`config.mk`:
```
export PLATFORM = sky130hd
export DESIGN_NAME = reg_rename_file_flat
export DESIGN_NICKNAME = d
export VERILOG_FILES = /design/src/rtl/reg_rename_file_pkg.sv /design/src/rtl/reg_rename_file_if.sv /design/src/rtl/reg_rename_file_operand_read.sv /design/src/rtl/reg_rename_file.sv /design/src/flat_wrapper.sv
export SDC_FILE = /design/constraint.sdc
export NUM_CORES = 2
export LEC_CHECK = 0
export CELL_PAD_IN_SITES_DETAIL_PLACEMENT = 1
export CELL_PAD_IN_SITES_GLOBAL_PLACEMENT = 2
export CORE_MARGIN = 4
export CORE_UTILIZATION = 50
export CTS_CLUSTER_SIZE = 20
export DETAILED_ROUTE_END_ITERATION = 6
export PLACE_DENSITY = 0.91
export SETUP_SLACK_MARGIN = 0.05
export SLEW_MARGIN = 20
export SYNTH_ARGS = -nofsm -noshare
export SYNTH_HDL_FRONTEND = slang
export SYNTH_HIERARCHICAL = 1
export SYNTH_SLANG_ARGS = --single-unit
```
`constraint.sdc`:
```
create_clock -name clk_in -period 8.1 [get_ports clk_in]
set_clock_uncertainty 0.1 [all_clocks]
set_input_delay 2.025 -clock clk_in [delete_from_list [all_inputs] [get_ports clk_in]]
set_output_delay 2.025 -clock clk_in [all_outputs]
set_load 0.03 [all_outputs]
```
`src/rtl/reg_rename_file_pkg.sv`:
```
// Shared widths for the rename register file; one-cycle update, no backpressure.
// Optional commit forwarding lives in reg_operand_read under REGFILE_COMMIT_FWD_EN.
package reg_rename_file_pkg;
  localparam int DEF_ROB_BIT = 3;
  localparam int DEF_REG_NUM = 32;
  localparam int REG_BIT     = 5;
  localparam int ROB_SIZE    = 1 << DEF_ROB_BIT;
  localparam int XLEN        = 32;
endpackage

```
`src/rtl/reg_rename_file_if.sv`:
```
// Issue/commit/operand-lookup bundle between the regfile (slave) and decoder/ROB (master).
// Purely combinational wires; no handshake, the pause is the separate rdy_in pin.
interface reg_rename_file_if
  import reg_rename_file_pkg::*;
#(
  parameter int ROB_BIT = DEF_ROB_BIT
);
  logic               issue_pollute;
  logic [REG_BIT-1:0] issue_reg_id;
  logic [ROB_BIT-1:0] issue_rob_entry;

  logic               rob_commit;
  logic [REG_BIT-1:0] commit_rd_reg_id;
  logic [ROB_BIT-1:0] commit_rob_entry;
  logic [XLEN-1:0]    commit_value;

  logic [REG_BIT-1:0] rs1_id;
  logic [REG_BIT-1:0] rs2_id;
  logic               rs1_ready;
  logic               rs2_ready;
  logic [XLEN-1:0]    rs1_value;
  logic [XLEN-1:0]    rs2_value;
  logic [ROB_BIT-1:0] rs1_rob_entry;
  logic [ROB_BIT-1:0] rs2_rob_entry;

  logic [ROB_BIT-1:0] get_rob_entry1;
  logic [ROB_BIT-1:0] get_rob_entry2;
  logic               rob_ready1;
  logic               rob_ready2;
  logic [XLEN-1:0]    rob_value1;
  logic [XLEN-1:0]    rob_value2;

  modport slave (
    input  issue_pollute, issue_reg_id, issue_rob_entry,
    input  rob_commit, commit_rd_reg_id, commit_rob_entry, commit_value,
    input  rs1_id, rs2_id, rob_ready1, rob_ready2, rob_value1, rob_value2,
    output rs1_ready, rs2_ready, rs1_value, rs2_value, rs1_rob_entry, rs2_rob_entry,
    output get_rob_entry1, get_rob_entry2
  );

  modport master (
    output issue_pollute, issue_reg_id, issue_rob_entry,
    output rob_commit, commit_rd_reg_id, commit_rob_entry, commit_value,
    output rs1_id, rs2_id, rob_ready1, rob_ready2, rob_value1, rob_value2,
    input  rs1_ready, rs2_ready, rs1_value, rs2_value, rs1_rob_entry, rs2_rob_entry,
    input  get_rob_entry1, get_rob_entry2
  );
endinterface

```
`src/rtl/reg_rename_file_operand_read.sv`:
```
// One operand read port: x0 / clean value / commit bypass / ROB lookup, in that priority.
// Zero latency (pure combinational), no backpressure; bypass only with REGFILE_COMMIT_FWD_EN.
module reg_operand_read
  import reg_rename_file_pkg::*;
#(
  parameter int ROB_BIT = DEF_ROB_BIT
) (
  input  logic [REG_BIT-1:0] rd_id,
  input  logic               is_busy,
  input  logic [ROB_BIT-1:0] rd_tag,
  input  logic [XLEN-1:0]    rd_val,
  input  logic               rob_ready,
  input  logic [XLEN-1:0]    rob_value,
`ifdef REGFILE_COMMIT_FWD_EN
  input  logic               commit_vld,
  input  logic [REG_BIT-1:0] commit_rd,
  input  logic [ROB_BIT-1:0] commit_entry,
  input  logic [XLEN-1:0]    commit_value,
`endif
  output logic               ready,
  output logic [XLEN-1:0]    value,
  output logic [ROB_BIT-1:0] rob_entry,
  output logic [ROB_BIT-1:0] get_rob_entry
);
  always_comb begin
    ready         = 1'b0;
    value         = '0;
    rob_entry     = '0;
    get_rob_entry = (rd_id == '0) ? '0 : rd_tag;
    if (rd_id == '0) begin
      ready = 1'b1;
    end else if (!is_busy) begin
      ready = 1'b1;
      value = rd_val;
    end
`ifdef REGFILE_COMMIT_FWD_EN
    // Producer retiring this very cycle: take its value before it lands in the array.
    else if (commit_vld && commit_rd == rd_id && commit_entry == rd_tag) begin
      ready = 1'b1;
      value = commit_value;
    end
`endif
    else if (rob_ready) begin
      ready = 1'b1;
      value = rob_value;
    end else begin
      rob_entry = rd_tag;
    end
  end
endmodule

```
`src/rtl/reg_rename_file.sv`:
```
// Architectural regfile with ROB rename tags; updates land one edge later, rdy_in low freezes state.
// REGFILE_COMMIT_FWD_EN enables same-cycle commit bypass on the two read ports.
module reg_rename_file
  import reg_rename_file_pkg::*;
#(
  parameter int ROB_BIT = DEF_ROB_BIT,
  parameter int REG_NUM = DEF_REG_NUM
) (
  input  logic                clk_in,
  input  logic                rst_in,
  input  logic                rdy_in,
  input  logic                clear_up,
  reg_rename_file_if.slave    bus
);
  logic [XLEN-1:0]    val_q  [REG_NUM];
  logic               busy_q [REG_NUM];
  logic [ROB_BIT-1:0] tag_q  [REG_NUM];

  logic issue_en;
  logic commit_en;
  logic commit_clr;

  // A flush discards any rename issued in the same cycle.
  assign issue_en   = rdy_in && bus.issue_pollute && (bus.issue_reg_id != '0) && !clear_up;
  assign commit_en  = rdy_in && bus.rob_commit && (bus.commit_rd_reg_id != '0);
  assign commit_clr = commit_en
                   && (tag_q[bus.commit_rd_reg_id] == bus.commit_rob_entry)
                   && !(bus.issue_pollute && bus.issue_reg_id == bus.commit_rd_reg_id);

  always_ff @(posedge clk_in) begin
    if (rst_in) begin
      for (int i = 0; i < REG_NUM; i++) begin
        val_q[i]  <= '0;
        busy_q[i] <= 1'b0;
        tag_q[i]  <= '0;
      end
    end else if (rdy_in) begin
      if (commit_en) begin
        val_q[bus.commit_rd_reg_id] <= bus.commit_value;
        if (commit_clr) busy_q[bus.commit_rd_reg_id] <= 1'b0;
      end
      if (issue_en) begin
        busy_q[bus.issue_reg_id] <= 1'b1;
        tag_q[bus.issue_reg_id]  <= bus.issue_rob_entry;
      end
      if (clear_up) begin
        for (int i = 0; i < REG_NUM; i++) busy_q[i] <= 1'b0;
      end
    end
  end

  reg_operand_read #(.ROB_BIT(ROB_BIT)) u_read1 (
    .rd_id         (bus.rs1_id),
    .is_busy       (busy_q[bus.rs1_id]),
    .rd_tag        (tag_q[bus.rs1_id]),
    .rd_val        (val_q[bus.rs1_id]),
    .rob_ready     (bus.rob_ready1),
    .rob_value     (bus.rob_value1),
`ifdef REGFILE_COMMIT_FWD_EN
    .commit_vld    (bus.rob_commit),
    .commit_rd     (bus.commit_rd_reg_id),
    .commit_entry  (bus.commit_rob_entry),
    .commit_value  (bus.commit_value),
`endif
    .ready         (bus.rs1_ready),
    .value         (bus.rs1_value),
    .rob_entry     (bus.rs1_rob_entry),
    .get_rob_entry (bus.get_rob_entry1)
  );

  reg_operand_read #(.ROB_BIT(ROB_BIT)) u_read2 (
    .rd_id         (bus.rs2_id),
    .is_busy       (busy_q[bus.rs2_id]),
    .rd_tag        (tag_q[bus.rs2_id]),
    .rd_val        (val_q[bus.rs2_id]),
    .rob_ready     (bus.rob_ready2),
    .rob_value     (bus.rob_value2),
`ifdef REGFILE_COMMIT_FWD_EN
    .commit_vld    (bus.rob_commit),
    .commit_rd     (bus.commit_rd_reg_id),
    .commit_entry  (bus.commit_rob_entry),
    .commit_value  (bus.commit_value),
`endif
    .ready         (bus.rs2_ready),
    .value         (bus.rs2_value),
    .rob_entry     (bus.rs2_rob_entry),
    .get_rob_entry (bus.get_rob_entry2)
  );
endmodule

```
`src/flat_wrapper.sv`:
```
// flat-port wrapper written by rule: the top's interface ports become plain ports
module reg_rename_file_flat import reg_rename_file_pkg::*;
#(
  parameter int ROB_BIT = DEF_ROB_BIT,
  parameter int REG_NUM = DEF_REG_NUM
)
  (clk_in, rst_in, rdy_in, clear_up, bus_issue_pollute, bus_issue_reg_id, bus_issue_rob_entry, bus_rob_commit, bus_commit_rd_reg_id, bus_commit_rob_entry, bus_commit_value, bus_rs1_id, bus_rs2_id, bus_rob_ready1, bus_rob_ready2, bus_rob_value1, bus_rob_value2, bus_rs1_ready, bus_rs2_ready, bus_rs1_value, bus_rs2_value, bus_rs1_rob_entry, bus_rs2_rob_entry, bus_get_rob_entry1, bus_get_rob_entry2);
  reg_rename_file_if #(.ROB_BIT(ROB_BIT)) bus_i ();
  input  logic clk_in;
  input  logic rst_in;
  input  logic rdy_in;
  input  logic clear_up;
  input wire logic [$bits(bus_i.issue_pollute)-1:0] bus_issue_pollute;
  input wire logic [$bits(bus_i.issue_reg_id)-1:0] bus_issue_reg_id;
  input wire logic [$bits(bus_i.issue_rob_entry)-1:0] bus_issue_rob_entry;
  input wire logic [$bits(bus_i.rob_commit)-1:0] bus_rob_commit;
  input wire logic [$bits(bus_i.commit_rd_reg_id)-1:0] bus_commit_rd_reg_id;
  input wire logic [$bits(bus_i.commit_rob_entry)-1:0] bus_commit_rob_entry;
  input wire logic [$bits(bus_i.commit_value)-1:0] bus_commit_value;
  input wire logic [$bits(bus_i.rs1_id)-1:0] bus_rs1_id;
  input wire logic [$bits(bus_i.rs2_id)-1:0] bus_rs2_id;
  input wire logic [$bits(bus_i.rob_ready1)-1:0] bus_rob_ready1;
  input wire logic [$bits(bus_i.rob_ready2)-1:0] bus_rob_ready2;
  input wire logic [$bits(bus_i.rob_value1)-1:0] bus_rob_value1;
  input wire logic [$bits(bus_i.rob_value2)-1:0] bus_rob_value2;
  output wire logic [$bits(bus_i.rs1_ready)-1:0] bus_rs1_ready;
  output wire logic [$bits(bus_i.rs2_ready)-1:0] bus_rs2_ready;
  output wire logic [$bits(bus_i.rs1_value)-1:0] bus_rs1_value;
  output wire logic [$bits(bus_i.rs2_value)-1:0] bus_rs2_value;
  output wire logic [$bits(bus_i.rs1_rob_entry)-1:0] bus_rs1_rob_entry;
  output wire logic [$bits(bus_i.rs2_rob_entry)-1:0] bus_rs2_rob_entry;
  output wire logic [$bits(bus_i.get_rob_entry1)-1:0] bus_get_rob_entry1;
  output wire logic [$bits(bus_i.get_rob_entry2)-1:0] bus_get_rob_entry2;
  assign bus_i.issue_pollute = bus_issue_pollute;
  assign bus_i.issue_reg_id = bus_issue_reg_id;
  assign bus_i.issue_rob_entry = bus_issue_rob_entry;
  assign bus_i.rob_commit = bus_rob_commit;
  assign bus_i.commit_rd_reg_id = bus_commit_rd_reg_id;
  assign bus_i.commit_rob_entry = bus_commit_rob_entry;
  assign bus_i.commit_value = bus_commit_value;
  assign bus_i.rs1_id = bus_rs1_id;
  assign bus_i.rs2_id = bus_rs2_id;
  assign bus_i.rob_ready1 = bus_rob_ready1;
  assign bus_i.rob_ready2 = bus_rob_ready2;
  assign bus_i.rob_value1 = bus_rob_value1;
  assign bus_i.rob_value2 = bus_rob_value2;
  assign bus_rs1_ready = bus_i.rs1_ready;
  assign bus_rs2_ready = bus_i.rs2_ready;
  assign bus_rs1_value = bus_i.rs1_value;
  assign bus_rs2_value = bus_i.rs2_value;
  assign bus_rs1_rob_entry = bus_i.rs1_rob_entry;
  assign bus_rs2_rob_entry = bus_i.rs2_rob_entry;
  assign bus_get_rob_entry1 = bus_i.get_rob_entry1;
  assign bus_get_rob_entry2 = bus_i.get_rob_entry2;
  reg_rename_file #(.ROB_BIT(ROB_BIT), .REG_NUM(REG_NUM)) u_core (.clk_in(clk_in), .rst_in(rst_in), .rdy_in(rdy_in), .clear_up(clear_up), .bus(bus_i));
endmodule
```
==> impl_report.txt <==
RUN METRICS
----------------------------------------------------
[Synthesis]
  Largest logic family ........................ multiplexers
  Post-synthesis cell count from yosys ........................ 4018
  Synth mux share ........................ 0.275
  Yosys Chip Area ........................ 63900 sq um
  XOR/XNOR share of the synthesized area ........................ 0.00112
  Flip-flop and latch count after synthesis ........................ 1152
  Distinct lib cells used ........................ 54
  AND/OR/NAND/NOR Cells, Area Fraction ........................ 0.137
  Cell types with the largest area share after synthesis ........................ edfxtp_1 53%, mux4_2 26%, and2_1 11%
  Cell taking the most area after synthesis ........................ edfxtp_1
  Count of synthesis-stage warnings from yosys ........................ 6

[Layout]
  Nets ........................ 4207
  Area used by sequential logic in the layout ........................ 34300 sq um
  MI comb area ........................ between 20000 and 30000 sq um
  Count of flip-flops and latches ........................ 1152
  Final std cells w/o fill ........................ 5831
  Area share of buffers outside the clock network ........................ 0.0465
  Count of non-CTS buffers in the layout ........................ 329
  Flop share of the area ........................ 0.477
  Filler cells ........................ 11319
  Combinational share of cell area ........................ 0.391
  Clock buffer count in the final layout ........................ 178

[Place]
  Cells after DPL ........................ 5593

[Worst setup path]
  Cells traversed along the worst timing path ........................ buf_8 -> mux4_2 -> mux4_2 -> mux2_4 -> nand2b_1 -> a22oi_1 -> clkdlybuf4s50_1
  Data arrival, critical path ........................ 5.37 ns
  Worst-case register-to-register setup slack ........................ a little over 5 ns
  Reg2Reg Capture Point ........................ u_core/busy_q[9]
  Library cell contributing the largest single delay on the critical path ........................ clkdlybuf4s50_1
  Count of buffer and inverter cells on the critical path ........................ 2
  CP max stage delay ........................ 0.70 ns

[Power]
  P_sw ........................ 3.82 mW
  Power attributed to combinational cells ........................ 2.14 mW
  Power group with the highest consumption ........................ sequential cells
  Internal power ........................ about 11 mW
  Power per unit of standard cell area ........................ 207 nW/um^2
  Clock power frac ........................ 0.384

[Hold path]
  Min-delay src ........................ u_core/busy_q[0]
  Destination of the worst hold path ........................ u_core/busy_q[0]
  Path class of the lowest-slack min-delay path ........................ flip-flop to flip-flop

[Run]
  Stage-log warning count ........................ 27

[Routing]
  Initial DRT Pass Iterations ........................ 5
  Remaining DRCs ........................ 0

[Clock network]
  Hold buffer count at CTS ........................ 0
  Buffer cell driving the clock tree root ........................ clkbuf_16
  Post-CTS Repair Setup Buffers ........................ 0
  Resize count post-CTS ........................ 0
  Clock tree sinks ........................ 1152
  Clock-pin slew of the registers on the worst-case setup and hold paths ........................ 0.06 ns
  TritonCTS clock tree ........................ done

[Floorplan]
  Core Util at FP ........................ 0.506
  Row count ........................ 130
  Well-tap cell count ........................ 1650
  Die height ........................ 366 um
  Die X-Extent ........................ 366 um

[Status]
  Outcome ........................ finished clean

[Final timing]
  Finish-stage setup viols ........................ 0
  Fmax ........................ approximately 130 MHz
  Transition time at the pin with the least slew margin ........................ 1.21 ns

[Global route]
  Global-route wire length before repair ........................ 320 mm
  GRT Util Overall ........................ 0.341
  Vias in the first global route ........................ roughly 43000
  Largest net degree at the start of global routing ........................ 88

----------------------------------------------------
==> worst max-delay path by stage <==
stage / from / endpoint / slack, ns / cells past startpoint
finish: bus_rs1_id[0] / bus_rs1_value[18] / 0.61 / 7
CTS: bus_rs1_id[0] / bus_rs1_value[18] / 0.59 / 7
detailed placement: bus_rs1_id[0] / bus_rs1_value[18] / 0.60 / 7
global placement: bus_rs1_id[0] / bus_rs1_value[6] / 0.66 / 7
floorplan: bus_rs2_id[0] / bus_rs2_value[10] / 1.06 / 9
global route: bus_rs1_id[0] / bus_rs1_value[18] / 0.47 / 7
==> through the flow <==
step	utilization	worst slack (ns)	hold slack, ns	total power [mW]	instance area (sq um)
floorplan	-	1.06	0.343	8.40	64100
global placement	0.537	0.661	0.369	9.17	67800
detailed placement	0.536	0.605	0.374	9.25	67800
CTS	0.568	0.591	0.396	14.9	71800
global route	0.569	0.475	0.423	15.3	71900
finish	0.569	0.607	0.398	14.9	71900
==> per-layer routing <==
layer  share of wire  vias up  global-route usage
li1                -    15754                   -
met1            0.35    21987               0.445
met2            0.48     3205               0.548
met3            0.12      674              0.0749
met4           0.055        8               0.167
met5         0.00022        -                   0
==> registers in the layout (all words and copies together), names as in the netlist <==
register / cells
u_core/busy_q: 32
u_core/val_q: 1024
u_core/tag_q: 96
==> cells in the final DEF (no fill, tap or decap), drive strengths merged, types with 14 or more instances in the layout <==
cell           instances
a21oi                 34
a22oi                 67
a31oi                 18
a41oi                 14
and2                1086
buf                  147
clkbuf               178
clkdlybuf4s50        182
clkinv                43
conb                  35
dfxtp                 32
edfxtp              1120
mux2                  78
mux4                 738
nand2                 18
nand2b                67
nand3                 74
nor2                  79
nor3                  15
or2                   63
Figure 1. Cell area per tile.
37 x 37 tiles, from white (low) to dark blue (high), 0 to 100% covered.
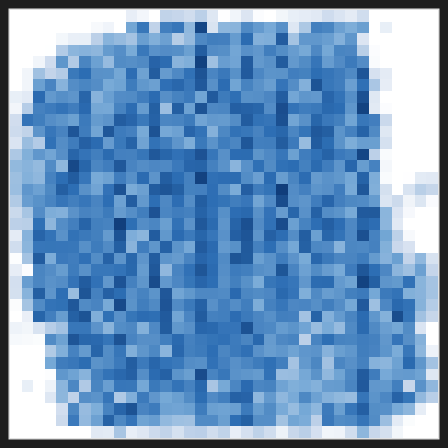
emptiest ninth of the die	upper right
densest ninth of the die	centre
nearly empty tiles	11%
fullest tile	95%
tiles over 75% full	17%
mean over tiles	52%
standard cell core area: 126000 sq um
share of the core filled with cells: 0.569

Figure 2. Congestion heat map.
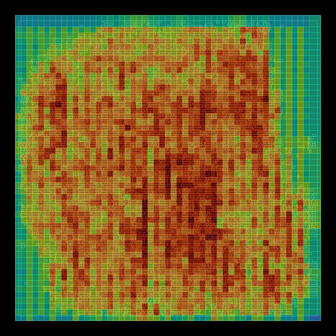
most congested layer reported by global routing: met2
detail-routed net length per standard cell: 38.8 um

Figure 3. Signal wires on met1.
Supply wires on this layer in grey.
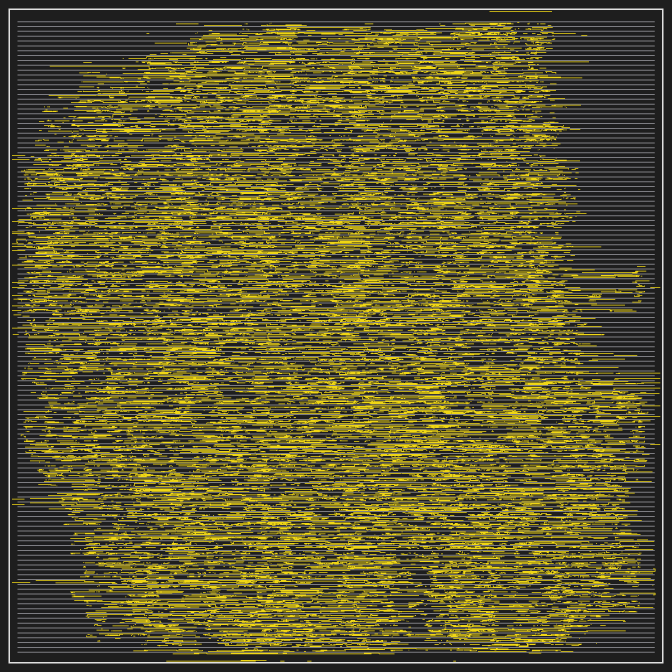
wire length on this layer	79.7 mm
nets with wire on the layer	4098
GR Layer Usage met1: 0.445
drt total wl: 226 mm
total number of vias: 41628

Figure 4. Placed cells, one colour a class.
Bar = 100 um. Fill, decap, tap and diode cells in grey.
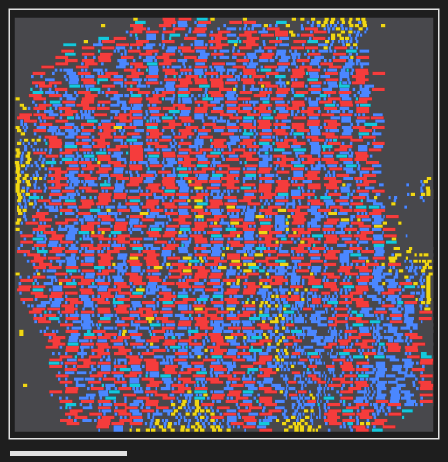
colour	class	cells	share of their area
blue	combinational and other logic	2462	40%
yellow	other buffers and delay cells	329	4.8%
cyan	clock drivers and dummy loads	230	5.8%
red	flops	1152	49%

Figure 5. Met4 routing.
Bar = 100 um. Supply wires on this layer in grey. Cells faint in the background.
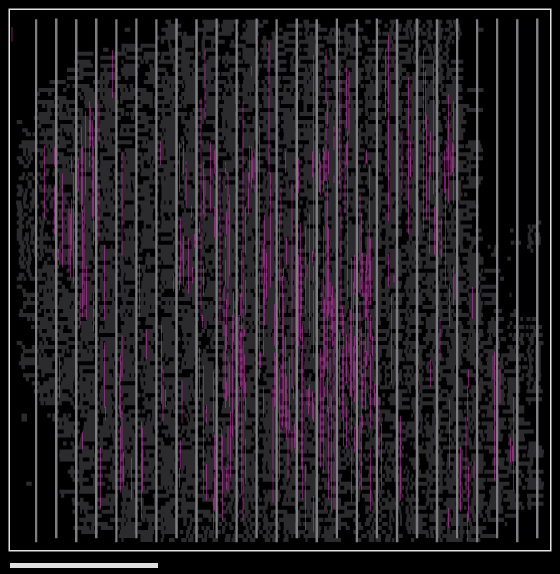
longest straight run	167 um
nets with wire on the layer	153
wire length on this layer	12400 um

Power is estimated from default activity; no workload was simulated.
